Design dbg_apb_core_slave, sky130hd; sources not shown.
run_1/placement_by_type.png
Scale: 3 px per µm.
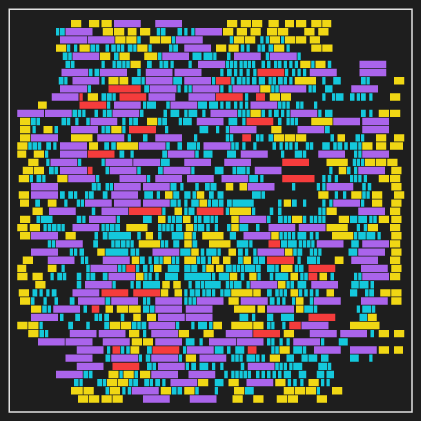
[red] clock drivers and dummy loads | cells: 32 | share of their area: 5.9%
[purple] flops | cells: 161 | share of their area: 38%
[yellow] other buffers and delay cells | cells: 251 | share of their area: 24%
[cyan] combinational and other logic | cells: 706 | share of their area: 32%
area of the core: 0.0165 mm²
number of standard-cell rows in the floorplan: 47
register fraction of the total cell area: 0.372
post-route design area: 0.0108 mm²
final design utilization: 0.656

run_1/sizes.png
Scale: 3 px per µm.
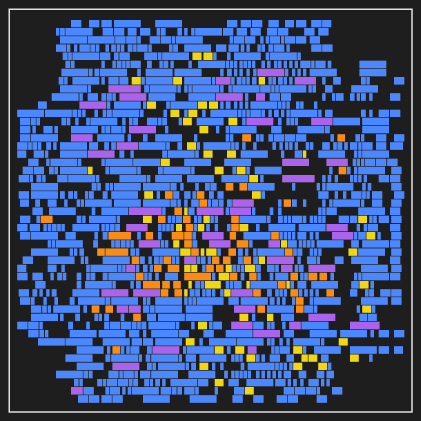
[blue] _0 and _1 cells | cells: 972
[yellow] _2 cells | cells: 69
[purple] _6 and larger | cells: 48
[orange] _3 and _4 cells | cells: 61
number of non-clock buffers in the layout: 251
worst setup slack after layout: -0.157 ns

run_1/detail.png
Region (21, 88) to (46, 113) µm. Cells in grey, sequential cells in the stronger grey; small squares are vias.
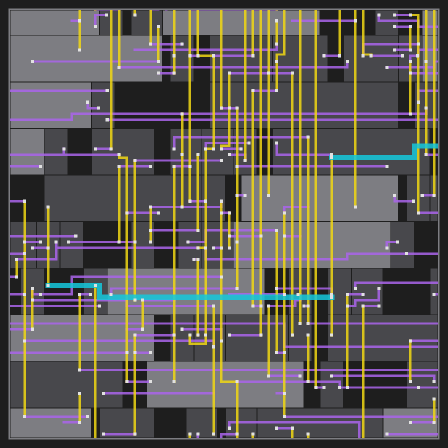
[yellow] metal 2
[cyan] metal 3
[purple] metal 1
most frequent: nand2_1 (11), dfrtp_1 (10), inv_1 (9)
cells with their middle in the window: 54
sequential cells in the window: 10

==> flow report, run 1 <==
==================================================================================
Outcome                                                               finished, violations left
Violated checks                                                       setup timing
Share of synthesized area occupied by flip-flops and latches                 0.532
Total setup violations reported at the end of the flow                          56
Buffers from clock root to sink, at most                                         2
Worst Setup Start Kind                                                        flop
FFs & Latches                                                                  161
I/O Buffers                                                                    182
Area of the synthesized netlist per yosys stat                         0.00757 mm²
Wire length of the first global-routing pass                              33500 µm
Placed Instance Area                                                    0.0100 mm²
Switching power                                                          0.00407 W
DRC violation total after the first TritonRoute iteration                      478
Main area contributors                                                sky130_fd_sc_hd__dfrtp_1 (53%), sky130_fd_sc_hd__nand2_1 (18%), sky130_fd_sc_hd__o21ai_1 (3.8%)
Total clock buffers created by CTS                                              17
Area taken by flip-flops and latches                                   0.00403 mm²
Maximum number of pins on one net before global-route repair                    64
Critical path buffer and inverter count                                          4
Global-route met3 utilization                                               0.0521
Fraction of the cycle the final worst path needs                              1.09
Net count after synthesis                                                     1023
Number of global-route vias before repair                                     6574
Count of maximum capacitance violations                                          0
Chip Footprint                                                          0.0179 mm²
Worst setup slack after layout                                           -0.157 ns
Wire length per cell                                                       14.9 µm
Proportion of layout cells with a drive suffix above 1                       0.155
Post-Syn Area per Cell                                                    8.32 µm²
Portion of total power attributed to sequential cells                        0.391
Top logic cells by instance count in the layout                       sky130_fd_sc_hd__nand2_1 (368), sky130_fd_sc_hd__dfrtp_1 (161), sky130_fd_sc_hd__clkdlybuf4s50_1 (161)
Congestion Overflow GR                                                           0
Yosys adder share                                                          0.00826
Non-clock buffer contribution to total cell area                             0.235
Least-Margin Pin Slew                                                     0.489 ns
Fraction of area in clock buffers and inverters                             0.0572
Maximum resistive drop on vdd                                               748 µV
Arrival @ worst endpoint                                                   2.06 ns
Number of library cell types mapped by synthesis                                33
Max H-tree Level                                                                 4
Number of cell instances on the worst register-to-register path                 13
Starting density of the core                                                 0.458
Fill cell total of the finished layout                                        1371
Number of instances in the placed design                                      1330
Maximum fanout encountered on the critical timing path                          12
Yosys warns                                                                      0
Final RePlAce weighted congestion                                            0.906
Seq. pwr                                                                 0.00491 W
Xor and xnor area share after synthesis                                    0.00578
Instance count on the critical path                                             13
Simple share                                                                 0.244
Remaining number of nets flagged by the antenna check after routing              0
Headroom to the max-slew limit                                               0.674
Number of enable-type register cells in the synthesized netlist                  0
Tapcell Cnt                                                                    220
==================================================================================
## Run 2: what changed since run 1
Settings changed: SLEW_MARGIN set to 20.
run_2/placement_by_type.png
Scale: 3 px per µm.
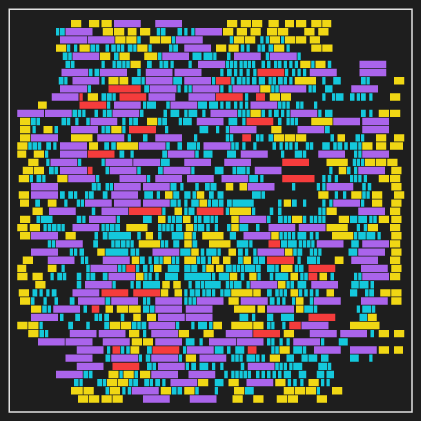
[yellow] other buffers and delay cells | cells: 251 | share of their area: 24%
[cyan] combinational and other logic | cells: 706 | share of their area: 32%
[red] clock drivers and dummy loads | cells: 32 | share of their area: 5.9%
[purple] flops | cells: 161 | share of their area: 38%

run_2/sizes.png
Scale: 3 px per µm.
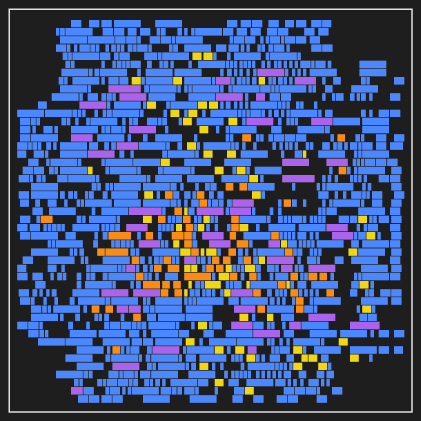
[yellow] _2 cells | cells: 69
[orange] _3 and _4 cells | cells: 61
[blue] _0 and _1 cells | cells: 972
[purple] _6 and larger | cells: 48
P&R area growth vs syn: 43.1%

run_2/congestion.png
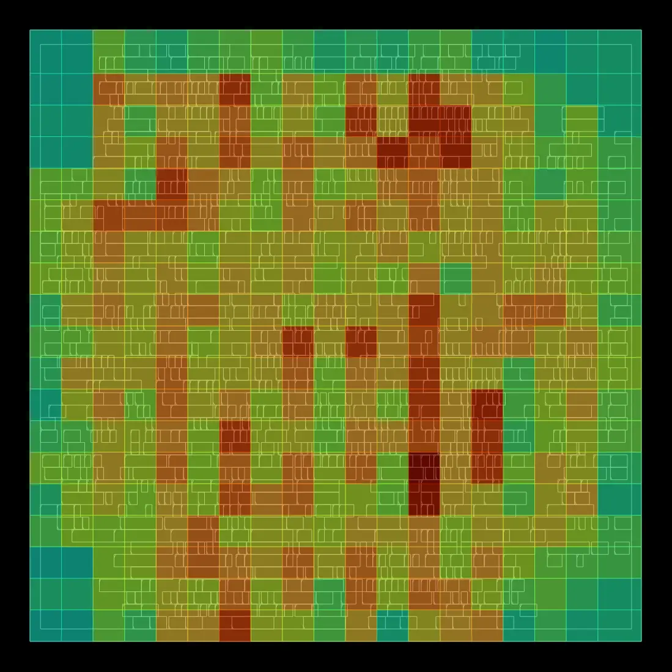
met2 track utilization from global routing: 0.364
grt peak-use layer: met2
wire length per cell: 14.9 µm

==> run 2 against run 1 <==
The run still ends with setup timing left. Sequential share of layout area unchanged. Maximum frequency did not move. Synthesized cell count did not move. Final cell count is the same. Critical path type unchanged. Hold slack is the same. Global-route usage stayed put. Area after synthesis stayed put. Core utilization did not move. Sequential power hardly changed. Combinational power about the same. Power unchanged. Register-to-register slack hardly changed. Largest cell class unchanged.
==> flow report, run 2 <==
==================================================================================
Headroom to the max-slew limit                                               0.674
I/O Buffers                                                                    182
Switching power                                                          0.00407 W
Count of maximum capacitance violations                                          0
Number of enable-type register cells in the synthesized netlist                  0
Maximum fanout encountered on the critical timing path                          12
Number of non-clock buffers in the layout                                      251
Final design utilization                                                     0.656
Least-Margin Pin Slew                                                     0.489 ns
Congestion Overflow GR                                                           0
Share of power burned in the clock network                                   0.317
Delay contributed by the slowest stage of the critical path                0.38 ns
Wire length of the first global-routing pass                              33500 µm
Portion of total power attributed to sequential cells                        0.391
Unrepaired setup endpoints after global routing                                yes
Post-Syn Area per Cell                                                    8.32 µm²
Maximum resistive drop on vdd                                               748 µV
Worst Hold Margin                                                         0.169 ns
Net count after synthesis                                                     1023
Instance count on the critical path                                             13
Yosys adder share                                                          0.00826
Top logic cells by instance count in the layout                       sky130_fd_sc_hd__nand2_1 (368), sky130_fd_sc_hd__dfrtp_1 (161), sky130_fd_sc_hd__clkdlybuf4s50_1 (161)
Area of the synthesized netlist per yosys stat                         0.00757 mm²
Non-clock buffer contribution to total cell area                             0.235
Placed Instance Area                                                    0.0100 mm²
Synthesized instance count                                                     910
Area of the core                                                        0.0165 mm²
Area fraction in compound gates after synthesis                              0.132
Total setup violations reported at the end of the flow                          56
Arrival @ worst endpoint                                                   2.06 ns
Final RePlAce weighted congestion                                            0.906
Max H-tree Level                                                                 4
Number of cell instances on the worst register-to-register path                 13
Number of instances in the placed design                                      1330
Number of global-route vias before repair                                     6574
Proportion of synthesized area in mux cells                                      0
Starting density of the core                                                 0.458
Global-route met3 utilization                                               0.0521
Number of standard-cell rows in the floorplan                                   47
Chip Footprint                                                          0.0179 mm²
Worst setup slack after layout                                           -0.157 ns
Fill cell total of the finished layout                                        1371
Proportion of layout cells with a drive suffix above 1                       0.155
Outcome                                                               finished, violations left
Yosys cell count                                                               910
Simple share                                                                 0.244
Violated checks                                                       setup timing
Share of synthesized area occupied by flip-flops and latches                 0.532
Worst Setup Start Kind                                                        flop
Seq. pwr                                                                 0.00491 W
Post-Synthesis Cell Area                                               0.00757 mm²
Xor and xnor area share after synthesis                                    0.00578
Register fraction of the total cell area                                     0.372
Power in combinational cells                                             0.00368 W
Maximum number of pins on one net before global-route repair                    64
Count of pins over their slew limit                                              0
Clock transition at path regs                                              0.06 ns
Global router's overall resource usage                                       0.240
Yosys warns                                                                      0
Main area contributors                                                sky130_fd_sc_hd__dfrtp_1 (53%), sky130_fd_sc_hd__nand2_1 (18%), sky130_fd_sc_hd__o21ai_1 (3.8%)
Area taken by flip-flops and latches                                   0.00403 mm²
Buffers from clock root to sink, at most                                         2
Top Consumer                                                          sequential cells
Leading cell type in the layout, fill and taps excluded               sky130_fd_sc_hd__nand2_1
Max Fclk                                                                 0.538 GHz
FFs & Latches                                                                  161
Clk. pwr                                                                 0.00399 W
Number of library cell types mapped by synthesis                                33
Final Hold Viols                                                                 0
Fraction of area in clock buffers and inverters                             0.0572
DRC violation total after the first TritonRoute iteration                      478
Class of the worst hold path                                           in -> async
Fraction of the cycle the final worst path needs                              1.09
Total clock buffers created by CTS                                              17
CLK BUF                                                                         19
Post-route design area                                                  0.0108 mm²
TritonCTS clock tree                                                         built
Critical path buffer and inverter count                                          4
Remaining number of nets flagged by the antenna check after routing              0
Tapcell Cnt                                                                    220
==================================================================================
No activity file was given, so power comes from the tool's default toggle rates.
